## src/rtl/axis_extract_header_if.sv

```systemverilog
// Bundle for axi_stream_extract_header: input stream, header length, payload stream,
// header channel and short-packet flag. Optional `bypass` exists when AXIS_EXTRACT_HEADER_BYPASS_EN is defined.
interface axis_extract_header_if #(
    parameter int DATA_WD      = 32,
    parameter int DATA_BYTE_WD = DATA_WD / 8
);
    localparam int HL_W = $clog2(DATA_BYTE_WD) + 1;

    logic                    valid_in;
    logic [DATA_WD-1:0]      data_in;
    logic [DATA_BYTE_WD-1:0] keep_in;
    logic                    last_in;
    logic                    ready_in;
    logic [HL_W-1:0]         header_len;
`ifdef AXIS_EXTRACT_HEADER_BYPASS_EN
    logic                    bypass;
`endif
    logic                    valid_out;
    logic [DATA_WD-1:0]      data_out;
    logic [DATA_BYTE_WD-1:0] keep_out;
    logic                    last_out;
    logic                    ready_out;
    logic                    valid_header;
    logic [DATA_WD-1:0]      header_out;
    logic [DATA_BYTE_WD-1:0] keep_header;
    logic                    ready_header;
    logic                    err_short;

    modport slave (
        input  `ifdef AXIS_EXTRACT_HEADER_BYPASS_EN bypass, `endif
               valid_in, data_in, keep_in, last_in, header_len, ready_out, ready_header,
        output ready_in, valid_out, data_out, keep_out, last_out,
               valid_header, header_out, keep_header, err_short
    );

    modport master (
        output `ifdef AXIS_EXTRACT_HEADER_BYPASS_EN bypass, `endif
               valid_in, data_in, keep_in, last_in, header_len, ready_out, ready_header,
        input  ready_in, valid_out, data_out, keep_out, last_out,
               valid_header, header_out, keep_header, err_short
    );
endinterface

```

## src/rtl/axi_stream_extract_header.sv

```systemverilog
// Strips a 1..DATA_BYTE_WD byte header from the first beat of each packet and re-packs the payload MSB-first.
// Define AXIS_EXTRACT_HEADER_BYPASS_EN to add a per-packet `bypass` that forwards packets untouched.
module axi_stream_extract_header #(
    parameter int DATA_WD      = 32,
    parameter int DATA_BYTE_WD = DATA_WD / 8
) (
    input  logic                  clk,
    input  logic                  rst,
    axis_extract_header_if.slave  axis
);
    localparam int W     = DATA_BYTE_WD;
    localparam int CNT_W = $clog2(W) + 2;

    typedef logic [CNT_W-1:0]   cnt_t;
    typedef logic [DATA_WD-1:0] word_t;
    typedef logic [W-1:0]       keep_t;
    typedef enum logic [1:0] {S_HDR, S_BODY, S_FLUSH} state_t;

    localparam cnt_t W_C = cnt_t'(W);

    function automatic keep_t msb_mask(input cnt_t n);
        keep_t ones;
        ones = '1;
        return ~(ones >> n);
    endfunction

    function automatic keep_t lsb_mask(input cnt_t n);
        keep_t ones;
        ones = '1;
        return ~(ones << n);
    endfunction

    function automatic logic [CNT_W+2:0] byte_sh(input cnt_t n);
        return {n, 3'b000};
    endfunction

    function automatic word_t apply_keep(input word_t d, input keep_t k);
        word_t o;
        o = '0;
        for (int i = 0; i < W; i++) o[8*i +: 8] = d[8*i +: 8] & {8{k[i]}};
        return o;
    endfunction

    state_t state, state_nxt;
    word_t  resid;
    cnt_t   r_cnt, r_nxt, f_cnt, f_nxt;
    logic   byp_q, byp_nxt, byp_first;
    cnt_t   k_cnt, n_len, r_len;
    logic   rdy, acc, out_free;
    logic   ld_out, nd_last, ld_hdr, ld_res, short_nxt;
    word_t  nd_data, nh_data;
    keep_t  nd_keep, nh_keep;

`ifdef AXIS_EXTRACT_HEADER_BYPASS_EN
    assign byp_first = axis.bypass;
`else
    assign byp_first = 1'b0;
`endif

    always_comb begin
        k_cnt = '0;
        for (int i = 0; i < W; i++) k_cnt = k_cnt + cnt_t'(axis.keep_in[i]);
    end

    // Out-of-range header lengths collapse to a full-beat header.
    assign n_len = (axis.header_len == '0 || cnt_t'(axis.header_len) > W_C) ? W_C : cnt_t'(axis.header_len);
    assign r_len = W_C - n_len;
    assign axis.ready_in = rdy;

    always_comb begin
        state_nxt = state;
        rdy       = 1'b0;
        ld_out    = 1'b0;
        nd_data   = '0;
        nd_keep   = '0;
        nd_last   = 1'b0;
        ld_hdr    = 1'b0;
        nh_data   = '0;
        nh_keep   = '0;
        ld_res    = 1'b0;
        short_nxt = 1'b0;
        r_nxt     = r_cnt;
        f_nxt     = f_cnt;
        byp_nxt   = byp_q;
        out_free  = ~axis.valid_out | axis.ready_out;
        case (state)
            S_HDR:   rdy = (~axis.valid_header | axis.ready_header) & out_free & ~rst;
            S_BODY:  rdy = out_free & ~rst;
            default: rdy = 1'b0;
        endcase
        acc = axis.valid_in & rdy;
        case (state)
            S_HDR: begin
                if (acc) begin
                    ld_res  = 1'b1;
                    r_nxt   = r_len;
                    byp_nxt = byp_first;
                    if (!axis.last_in) state_nxt = S_BODY;
                    if (byp_first) begin
                        ld_out  = 1'b1;
                        nd_data = axis.data_in;
                        nd_keep = axis.keep_in;
                        nd_last = axis.last_in;
                    end else begin
                        ld_hdr = 1'b1;
                        // A short single-beat packet only yields the k bytes actually present.
                        if (axis.last_in && k_cnt < n_len) begin
                            nh_keep   = lsb_mask(k_cnt);
                            nh_data   = apply_keep(axis.data_in >> byte_sh(W_C - k_cnt), nh_keep);
                            short_nxt = 1'b1;
                        end else begin
                            nh_keep = lsb_mask(n_len);
                            nh_data = apply_keep(axis.data_in >> byte_sh(r_len), nh_keep);
                        end
                        if (axis.last_in && k_cnt > n_len) begin
                            ld_out  = 1'b1;
                            nd_keep = msb_mask(k_cnt - n_len);
                            nd_data = apply_keep(axis.data_in << byte_sh(n_len), nd_keep);
                            nd_last = 1'b1;
                        end
                    end
                end
            end
            S_BODY: begin
                if (acc) begin
                    ld_out = 1'b1;
                    ld_res = 1'b1;
                    if (byp_q) begin
                        nd_data = axis.data_in;
                        nd_keep = axis.keep_in;
                        nd_last = axis.last_in;
                        if (axis.last_in) state_nxt = S_HDR;
                    end else begin
                        nd_keep = '1;
                        if (axis.last_in) begin
                            if (r_cnt + k_cnt <= W_C) begin
                                nd_keep   = msb_mask(r_cnt + k_cnt);
                                nd_last   = 1'b1;
                                state_nxt = S_HDR;
                            end else begin
                                f_nxt     = r_cnt + k_cnt - W_C;
                                state_nxt = S_FLUSH;
                            end
                        end
                        nd_data = apply_keep((resid << byte_sh(W_C - r_cnt)) | (axis.data_in >> byte_sh(r_cnt)),
                                             nd_keep);
                    end
                end
            end
            S_FLUSH: begin
                // resid now holds the final input beat; its tail beyond the full beat is the overflow.
                if (out_free) begin
                    ld_out    = 1'b1;
                    nd_keep   = msb_mask(f_cnt);
                    nd_data   = apply_keep(resid << byte_sh(W_C - r_cnt), nd_keep);
                    nd_last   = 1'b1;
                    state_nxt = S_HDR;
                end
            end
            default: state_nxt = S_HDR;
        endcase
    end

    always_ff @(posedge clk or posedge rst) begin
        if (rst) state <= S_HDR;
        else     state <= state_nxt;
    end

    always_ff @(posedge clk or posedge rst) begin
        if (rst) begin
            resid             <= '0;
            r_cnt             <= '0;
            f_cnt             <= '0;
            byp_q             <= 1'b0;
            axis.err_short    <= 1'b0;
            axis.valid_out    <= 1'b0;
            axis.data_out     <= '0;
            axis.keep_out     <= '0;
            axis.last_out     <= 1'b0;
            axis.valid_header <= 1'b0;
            axis.header_out   <= '0;
            axis.keep_header  <= '0;
        end else begin
            r_cnt          <= r_nxt;
            f_cnt          <= f_nxt;
            byp_q          <= byp_nxt;
            axis.err_short <= short_nxt;
            if (ld_res) resid <= axis.data_in;
            if (ld_out) begin
                axis.valid_out <= 1'b1;
                axis.data_out  <= nd_data;
                axis.keep_out  <= nd_keep;
                axis.last_out  <= nd_last;
            end else if (axis.ready_out) begin
                axis.valid_out <= 1'b0;
                axis.last_out  <= 1'b0;
            end
            if (ld_hdr) begin
                axis.valid_header <= 1'b1;
                axis.header_out   <= nh_data;
                axis.keep_header  <= nh_keep;
            end else if (axis.ready_header) begin
                axis.valid_header <= 1'b0;
            end
        end
    end
endmodule

```

## src/flat_wrapper.sv

```systemverilog
// flat-port wrapper written by rule: the top's interface ports become plain ports
module axi_stream_extract_header_flat 
#(
    parameter int DATA_WD      = 32,
    parameter int DATA_BYTE_WD = DATA_WD / 8
)
  (clk, rst, axis_valid_in, axis_data_in, axis_keep_in, axis_last_in, axis_header_len, axis_ready_out, axis_ready_header, axis_ready_in, axis_valid_out, axis_data_out, axis_keep_out, axis_last_out, axis_valid_header, axis_header_out, axis_keep_header, axis_err_short);
  axis_extract_header_if #(.DATA_WD(DATA_WD), .DATA_BYTE_WD(DATA_BYTE_WD)) axis_i ();
  input  logic clk;
  input  logic rst;
  input wire logic [$bits(axis_i.valid_in)-1:0] axis_valid_in;
  input wire logic [$bits(axis_i.data_in)-1:0] axis_data_in;
  input wire logic [$bits(axis_i.keep_in)-1:0] axis_keep_in;
  input wire logic [$bits(axis_i.last_in)-1:0] axis_last_in;
  input wire logic [$bits(axis_i.header_len)-1:0] axis_header_len;
  input wire logic [$bits(axis_i.ready_out)-1:0] axis_ready_out;
  input wire logic [$bits(axis_i.ready_header)-1:0] axis_ready_header;
  output wire logic [$bits(axis_i.ready_in)-1:0] axis_ready_in;
  output wire logic [$bits(axis_i.valid_out)-1:0] axis_valid_out;
  output wire logic [$bits(axis_i.data_out)-1:0] axis_data_out;
  output wire logic [$bits(axis_i.keep_out)-1:0] axis_keep_out;
  output wire logic [$bits(axis_i.last_out)-1:0] axis_last_out;
  output wire logic [$bits(axis_i.valid_header)-1:0] axis_valid_header;
  output wire logic [$bits(axis_i.header_out)-1:0] axis_header_out;
  output wire logic [$bits(axis_i.keep_header)-1:0] axis_keep_header;
  output wire logic [$bits(axis_i.err_short)-1:0] axis_err_short;
  assign axis_i.valid_in = axis_valid_in;
  assign axis_i.data_in = axis_data_in;
  assign axis_i.keep_in = axis_keep_in;
  assign axis_i.last_in = axis_last_in;
  assign axis_i.header_len = axis_header_len;
  assign axis_i.ready_out = axis_ready_out;
  assign axis_i.ready_header = axis_ready_header;
  assign axis_ready_in = axis_i.ready_in;
  assign axis_valid_out = axis_i.valid_out;
  assign axis_data_out = axis_i.data_out;
  assign axis_keep_out = axis_i.keep_out;
  assign axis_last_out = axis_i.last_out;
  assign axis_valid_header = axis_i.valid_header;
  assign axis_header_out = axis_i.header_out;
  assign axis_keep_header = axis_i.keep_header;
  assign axis_err_short = axis_i.err_short;
  axi_stream_extract_header #(.DATA_WD(DATA_WD), .DATA_BYTE_WD(DATA_BYTE_WD)) u_core (.clk(clk), .rst(rst), .axis(axis_i));
endmodule
```

## config.mk

```make
export PLATFORM = sky130hd
export DESIGN_NAME = axi_stream_extract_header_flat
export DESIGN_NICKNAME = d
export VERILOG_FILES = /design/src/rtl/axis_extract_header_if.sv /design/src/rtl/axi_stream_extract_header.sv /design/src/flat_wrapper.sv
export SDC_FILE = /design/constraint.sdc
export NUM_CORES = 1
export LEC_CHECK = 0
export ABC_CLOCK_PERIOD_IN_PS = 8600
export CAP_MARGIN = 5
export CORE_MARGIN = 2
export CORE_UTILIZATION = 55
export DETAILED_ROUTE_END_ITERATION = 10
export PLACE_DENSITY = 0.81
export SLEW_MARGIN = 25
export SYNTH_ARGS = -nofsm -noshare
export SYNTH_HDL_FRONTEND = slang
export SYNTH_SLANG_ARGS = --single-unit
```

## constraint.sdc

```tcl
create_clock -name clk -period 8.6 [get_ports clk]
set_input_delay 2.58 -clock clk [delete_from_list [all_inputs] [get_ports clk]]
set_output_delay 2.58 -clock clk [all_outputs]
set_load 0.03 [all_outputs]
```

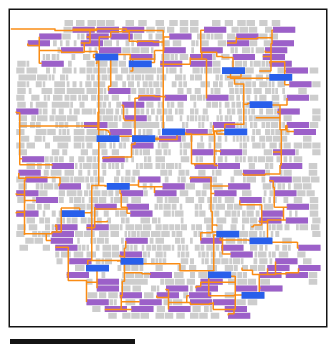
*Routed clock nets over the placement, run 1*
Scale bar: 50 um.
[flip-flops] purple | count: 118
[clock wires] orange | length: 1620 um
[cells driving clock nets] blue | count: 17
routed clock nets	18
flops lie	spread over the die
fraction of power consumed by the clock network: 0.224
clock insertion delay at the later pin of the skew report: 0.43 ns

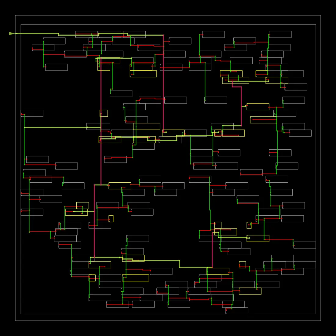
*Clock nets, run 1*
final worst clock skew: 0.0109 ns
flip-flops: 118
clock network power: 0.000801 W

==> reports/metrics.sh, run 1 <==
FINAL.SETUP.TNS_NS=0
DIE_H_UM=126
NUMBER_OF_REMAINING_DRC_ERRORS=0
HOLD_START='u_core.axis.header_out[2]$_DFFE_PP0P_'
YOSYSCHIPAREA_SQ_UM=8210
PERIOD_MINUS_SLACK_NS=7.08
SYNTHFLOPTYPE='sky130_fd_sc_hd__dfrtp_1'
SHARE_OF_THE_SYNTHESIZED_AREA_IN_THE_TOP_CELL_TYPE=0.360
SETUP_REPAIR_AFTER_GLOBAL_ROUTING_MISSED_ITS_MARGIN='no'
TOTAL_LEAKAGE_POWER_nW=4.13
CTS_MAX_PATH_BUFFERS=2
CP_SLOWEST_CELL='sky130_fd_sc_hd__fa_1'
ROWS=44
FINAL_COMMON_CELL='sky130_fd_sc_hd__nand2_1'
CRITICAL_PATH.N_BUFFERS_INVERTERS=5
AREA.COMBINATIONAL_SQ_UM=4840
EDF_COUNT=0
CP_TOP_FAMILY='adder cells'
ANTENNA_VIOLATIONS_BEFORE_REPAIR=0
POST_ROUTE_STANDARD_CELL_AREA_EXCLUDING_FILLERS_SQ_UM=10000
GRT_MAX_DEGREE=82
YOSYS_WARNINGS=0
ROUTED_VIA_DENSITY=6.72
PEAKVDDDROP_V=0.000222
SHARE_OF_FLIP_FLOPS_WITH_AN_ASYNCHRONOUS_SET_OR_RESET_AFTER_SYNTHESIS=1.00
DIE_AREA_SQ_UM=15900
REG2REG_TO='u_core.axis.data_out[7]$_DFFE_PP0P_'
FILLER_CELL_COUNT=1121
TIMING.SETUP.CRITICAL_PATH_CLASS='input pin to flop'
NUM_IO_PINS=122
PORT-BUFFER-COUNT=121
POWER.DENSITY_CELL_AREA_nW_PER_UM2=357
SLEW_HEADROOM=0.330
WORST_SETUP_PATH_END_KIND='flop'
NETLIST-CELL-TYPE-COUNT=65
SYN_AREA_SQ_UM=8210
DRIVE_ABOVE_1_SHARE=0.101
CP_NUM_CELLS=16
POST-CTS-SETUP-BUFFER-COUNT=0
FF2FF_PATH_DEPTH=12
DRT_ITER0_DRC=1320
FP.COREAREA_SQ_UM=14600
TOPCELLSBYAREA='sky130_fd_sc_hd__dfrtp_1, sky130_fd_sc_hd__nand2_1, sky130_fd_sc_hd__mux2_2'
SYNTH-SEQ-AREA-SHARE=0.360
SYNTH.NET_COUNT=1040
SYN_AREA_CELL_SQ_UM=8.44
SEQCELLAREA_SQ_UM=2950
GP_CONGESTION=1.01
DETAILED_PLACE.AREA_SQ_UM=9350
SYNTH_TOP_CELL_BY_COUNT='sky130_fd_sc_hd__nand2_1'
HOLD_VIOL_FINAL=0
FMAX_GHz=0.141
FP.DIEW_UM=126
OUTCOME='finished, final reports clean'
PLACE_HPWL_UM=18200
WARNING_COUNT=29
WORSTPATHCELLLIST='clkdlybuf4s50_1 -> ha_1 -> inv_1 -> fa_1 -> buf_4 -> inv_1 -> ha_1 -> fa_1 -> xnor2_1 -> inv_1 -> ha_1 -> maj3_1 -> a211oi_1 -> nor2_1 -> a221oi_1 -> a21oi_1'
FINAL_MAX_SLEW_VIOL_COUNT=0
CTS_HTREE_LEVELS=4
CTS_TREE='done'
SLOWEST_DELAY_NS=0.47
CRITICAL_PATH_ARRIVAL_NS=7.38
NUMCLOCKSINKS=118
ROUTE.ANTENNA.REMAINING_NETS=0
FINAL_CORE_AREA_UTILIZATION=0.688
INITCOREUTIL=0.563
WORST_EP_REQUIRED_TIME_NS=8.90
FIRST_GLOBAL_VIAS=7743
CTS_HOLD_BUF=0
WIRE_LENGTH_OF_THE_FIRST_GLOBAL_ROUTING_PASS_UM=42200
START_KIND='input pin'
FIRSTDRTPASSITERS=6
SETUP_VIOL=0
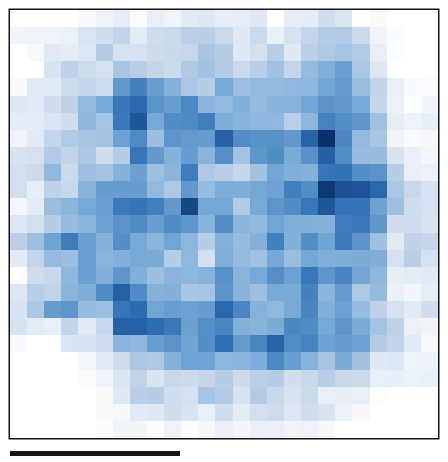
*Wire density map, run 1*
Scale bar: 50 um. 25 x 25 tiles, from white (low) to dark blue (high), scaled to the fullest tile. Values are wire area over tile area, all layers added.
fullest tile	0.86
mean over tiles	0.29
tiles over half the peak	26%
nearly empty tiles	10%
GRT Util Overall: 0.334
routed wire length per instance: 21.6 um
wire length reported by the detailed router: 26600 um
routed vias: 8272

-- run 1: worst max path at each step --
stage,from,to
2_1_floorplan,axis_keep_in[0],u_core.axis.data_out[10]$_DFFE_PP0P_
3_3_place_gp,axis_keep_in[0],u_core.axis.data_out[11]$_DFFE_PP0P_
6_report,axis_keep_in[0],u_core.axis.data_out[13]$_DFFE_PP0P_
5_1_grt,axis_keep_in[1],u_core.axis.data_out[11]$_DFFE_PP0P_
3_5_place_dp,axis_keep_in[0],u_core.axis.data_out[13]$_DFFE_PP0P_
4_1_cts,axis_keep_in[0],u_core.axis.data_out[13]$_DFFE_PP0P_
-- run 1: report_power, final --
group          switching (W)  total (W)  internal (W)  leakage, nW
Sequential          0.000200   0.000973      0.000772         1.46
Clock               0.000266   0.000801      0.000536        0.314
Combinational        0.00110    0.00181      0.000717         2.35
-- run 1: worst min-delay path: stages (launching register included) --
cell,delay [ns]
sky130_fd_sc_hd__dfrtp_1,0.34
sky130_fd_sc_hd__nand2_1,0.04
sky130_fd_sc_hd__o21ai_0,0.06
-- run 1: metal layers --
metal  up-vias  GRT usage  share of wire  wire, um
met2       624      0.515           0.46     12200
met4         0      0.114          0.030       811
met3        87     0.0811           0.11      2930
met5         -          0              0         0
met1      3910      0.463           0.40     10700
li1       3651          -              -         -
-- run 1: cells by family after synthesis --
kind of cell / after synthesis / synth area share
AND-OR/OR-AND: 275 / 0.218
XOR/XNOR: 6 / 0.00731
adder cells (fa/ha/maj): 23 / 0.0393
buffers and inverters: 106 / 0.0542
flip-flops: 118 / 0.360
multiplexers: 89 / 0.116
AND/OR/NAND/NOR: 356 / 0.206
-- run 1: through the flow --
stage	setup slack, ns	total power [W]	cells	hold WS (ns)
global placement	1.34	0.00270	1199	0.465
global route	1.20	0.00376	1231	0.511
detailed placement	1.19	0.00274	1199	0.474
finish	1.52	0.00359	1231	0.481
floorplan	2.38	0.00214	973	0.426
CTS	1.65	0.00355	1231	0.484
-- run 1: state kept, by name, indices dropped and copies added (netlist names) --
register / cells
u_core.f_cnt: 4
u_core.resid: 32
u_core.axis.last_out: 1
u_core.axis.keep_header: 4
u_core.axis.header_out: 32
u_core.r_cnt: 4
u_core.axis.data_out: 32
u_core.axis.valid_out: 1
u_core.axis.valid_header: 1
u_core.axis.err_short: 1
u_core.axis.keep_out: 4
u_core.state: 2
-- run 1: cell type report --
| cell class | count | share of cell area |
|---|---|---|
| clock buffers | 20 | 0.0465 |
| clock inverters | 12 | 0.0198 |
| inverters | 20 | 0.00773 |
| multi-input cells | 749 | 0.482 |
| flip-flops and latches | 118 | 0.294 |
| well taps | 184 | 0.0229 |
| repair buffers | 128 | 0.126 |
==> inputs of run 2 (changes only) <==
Settings changed: ABC_CLOCK_PERIOD_IN_PS 8600 to 6800.
Clock period 8.6 ns to 6.8 ns, I/O delays scaled along.
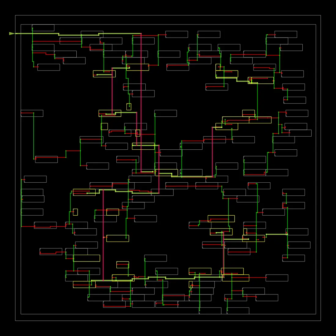
*Clock nets, run 2*
CTS Buf Count: 17
clock network power: 0.000967 W
clock buf count: 23
final worst clock skew: 0.00949 ns

==> run 2 against run 1 <==
  * Largest power group unchanged
  * Clock skew decreased by 0.0014 ns
  * Sequential cell count unchanged
  * Global-route usage increased by 0.42 points
  * Wire length increased by 1.3%
  * Register-to-register slack got worse by 1.6 ns
==> reports/metrics.sh, run 2 <==
SETUP_REPAIR_AFTER_GLOBAL_ROUTING_MISSED_ITS_MARGIN='no'
CRITICAL_PATH_ARRIVAL_NS=6.28
SETUP_VIOL=0
SYNTH_TOP_CELL_BY_COUNT='sky130_fd_sc_hd__nand2_1'
PEAKVDDDROP_V=0.000280
LARGESTREGISTERS='u_core.axis.data_out x32, u_core.axis.header_out x32, u_core.resid x32'
HOLD_START='u_core.state[1]$_DFFE_PP0P_'
PLACE_HPWL_UM=18500
CTS_HOLD_BUF=0
FIN_HOLD_WS_NS=0.454
CTS_HTREE_LEVELS=4
DRIVE_ABOVE_1_SHARE=0.107
FP.DIEW_UM=126
SYNTH-SEQ-AREA-SHARE=0.360
GRT_MAX_DEGREE=83
NUM_IO_PINS=122
DIE_AREA_SQ_UM=15900
SHARE_OF_THE_SYNTHESIZED_AREA_IN_THE_TOP_CELL_TYPE=0.360
DIE_H_UM=126
TIMING.HOLD.WORST.CLASS='flop to flop'
YOSYSCHIPAREA_SQ_UM=8210
YOSYS_WARNINGS=0
NUMCLOCKSINKS=118
SHARE_OF_FLIP_FLOPS_WITH_AN_ASYNCHRONOUS_SET_OR_RESET_AFTER_SYNTHESIS=1.00
SYNTH_ADDER_AREA_SHARE=0.0393
NUMBER_OF_REMAINING_DRC_ERRORS=0
ROWS=44
WIRELENGTH_UM=27000
SLEW_HEADROOM=0.262
AOI_SHARE=0.218
FIRSTDRTPASSITERS=6
FINAL_MAX_SLEW_VIOL_COUNT=0
SYNTH.CELLMIX.SIMPLESHARE=0.206
CTS_TREE='done'
WL_PER_CELL_UM=21.7
MUXSHAREOFSYNTHAREA=0.116
TOPCELLSBYAREA='sky130_fd_sc_hd__dfrtp_1, sky130_fd_sc_hd__nand2_1, sky130_fd_sc_hd__mux2_2'
POST-CTS-SETUP-BUFFER-COUNT=0
POWER.DENSITY_CELL_AREA_nW_PER_UM2=448
DRT_ITER0_DRC=1034
LAYOUT_WORST_PATH_CYCLE_SHARE=0.880
SYNTH.NET_COUNT=1040
HOLD_VIOL_FINAL=0
START_KIND='input pin'
PORT-BUFFER-COUNT=121
WARNING_COUNT=29
WORSTPATHCELLLIST='clkdlybuf4s50_1 -> ha_1 -> inv_1 -> fa_1 -> inv_1 -> ha_1 -> ha_1 -> a211oi_1 -> or3b_2 -> nand2_1 -> ha_1 -> maj3_1 -> a211oi_1 -> nor2_1 -> a221oi_1 -> a21oi_1'
NETLIST-CELL-TYPE-COUNT=65
VIA_COUNT=8445
REG2REG_TO='u_core.axis.data_out[12]$_DFFE_PP0P_'
PERIOD_MINUS_SLACK_NS=5.98
CTS_MAX_PATH_BUFFERS=2
INITCOREUTIL=0.563
TIMING.SETUP.CRITICAL_PATH_CLASS='input pin to flop'
FF2FF_PATH_DEPTH=12
OUTCOME='finished, final reports clean'
FP.COREAREA_SQ_UM=14600
TOTAL_LEAKAGE_POWER_nW=4.18
SLOWEST_DELAY_NS=0.41
SYNTHFLOPTYPE='sky130_fd_sc_hd__dfrtp_1'
SYN_AREA_SQ_UM=8210
YOSYS.AREA_SHARE.XOR_XNOR=0.00731
ROUTED_VIA_DENSITY=6.79
SYN_AREA_CELL_SQ_UM=8.44
ROUTE.ANTENNA.REMAINING_NETS=0
FINAL_COMMON_CELL='sky130_fd_sc_hd__nand2_1'
FINAL.SETUP.TNS_NS=0
FIRST_GLOBAL_VIAS=8003
WIRE_LENGTH_OF_THE_FIRST_GLOBAL_ROUTING_PASS_UM=42700
GRT_UTIL_ALL_LAYERS=0.338
WORST_EP_REQUIRED_TIME_NS=7.10
[run 2: cell counts after synthesis]
No cell type changed its count.
[run 2: how the worst max path moves through the flow]
stage,start,to,slack (ns)
after floorplan,axis_keep_in[0],u_core.axis.data_out[10]$_DFFE_PP0P_,1.12
after global placement,axis_keep_in[0],u_core.axis.data_out[9]$_DFFE_PP0P_,0.58
after detailed placement,axis_keep_in[0],u_core.axis.data_out[15]$_DFFE_PP0P_,0.48
after CTS,axis_keep_in[0],u_core.axis.data_out[11]$_DFFE_PP0P_,0.92
after global routing,axis_keep_in[0],u_core.axis.data_out[12]$_DFFE_PP0P_,0.58
final,axis_keep_in[0],u_core.axis.data_out[12]$_DFFE_PP0P_,0.82
[run 2: stage by stage]
| stage | setup WS (ns) | area [sq um] | cells | total power, W | utilization |
|---|---|---|---|---|---|
| 6_report | 0.819 | 10100 | 1243 | 0.00452 | 0.691 |
| 2_1_floorplan | 1.12 | 8210 | 973 | 0.00271 | - |
| 3_3_place_gp | 0.576 | 9440 | 1211 | 0.00345 | 0.647 |
| 4_1_cts | 0.917 | 10100 | 1243 | 0.00447 | 0.690 |
| 5_1_grt | 0.584 | 10100 | 1243 | 0.00475 | 0.691 |
| 3_5_place_dp | 0.484 | 9440 | 1211 | 0.00350 | 0.647 |
[run 2: power by group]
group / total (W) / internal, W / switching [W] / leakage [nW]
Clock: 0.000967 / 0.000639 / 0.000328 / 0.307
Sequential: 0.00122 / 0.000977 / 0.000244 / 1.46
Combinational: 0.00233 / 0.000924 / 0.00140 / 2.41
[run 2: area by class of cell]
class,instances,area [sq um]
Clock buffer,23,478
Clock inverter,9,148
Fill cell,1138,4510
Inverter,20,80.1
Multi-Input combinational cell,749,4830
Sequential cell,118,2950
Tap cell,184,230
Timing Repair Buffer,140,1350
[run 2: layer usage]
metal  wire length (um)  vias up  GRT usage  share of wire
met5                  0        -          0              0
met4               1140        0      0.144          0.042
met3               2690      116     0.0684           0.10
met2              12500      601      0.546           0.46
met1              10600     4041      0.444           0.39
li1                   -     3687          -              -
[run 2: kinds of logic (layout without fill, tap and decap cells)]
family                   Yosys count  in the layout
XOR/XNOR                           6              6
AND-OR/OR-AND                    275            275
AND/OR/NAND/NOR                  356            356
buffers and inverters            106            192
multiplexers                      89             89
flip-flops                       118            118
adder cells (fa/ha/maj)           23             23
[run 2: critical path: cells and delay by family]
family / cells / cell delay (ns)
adder cells (fa/ha/maj): 6 / 1.87
AND-OR/OR-AND: 4 / 1.21
AND/OR/NAND/NOR: 3 / 0.59
buffers and inverters: 3 / 0.57
Power is estimated from default activity; no workload was simulated.
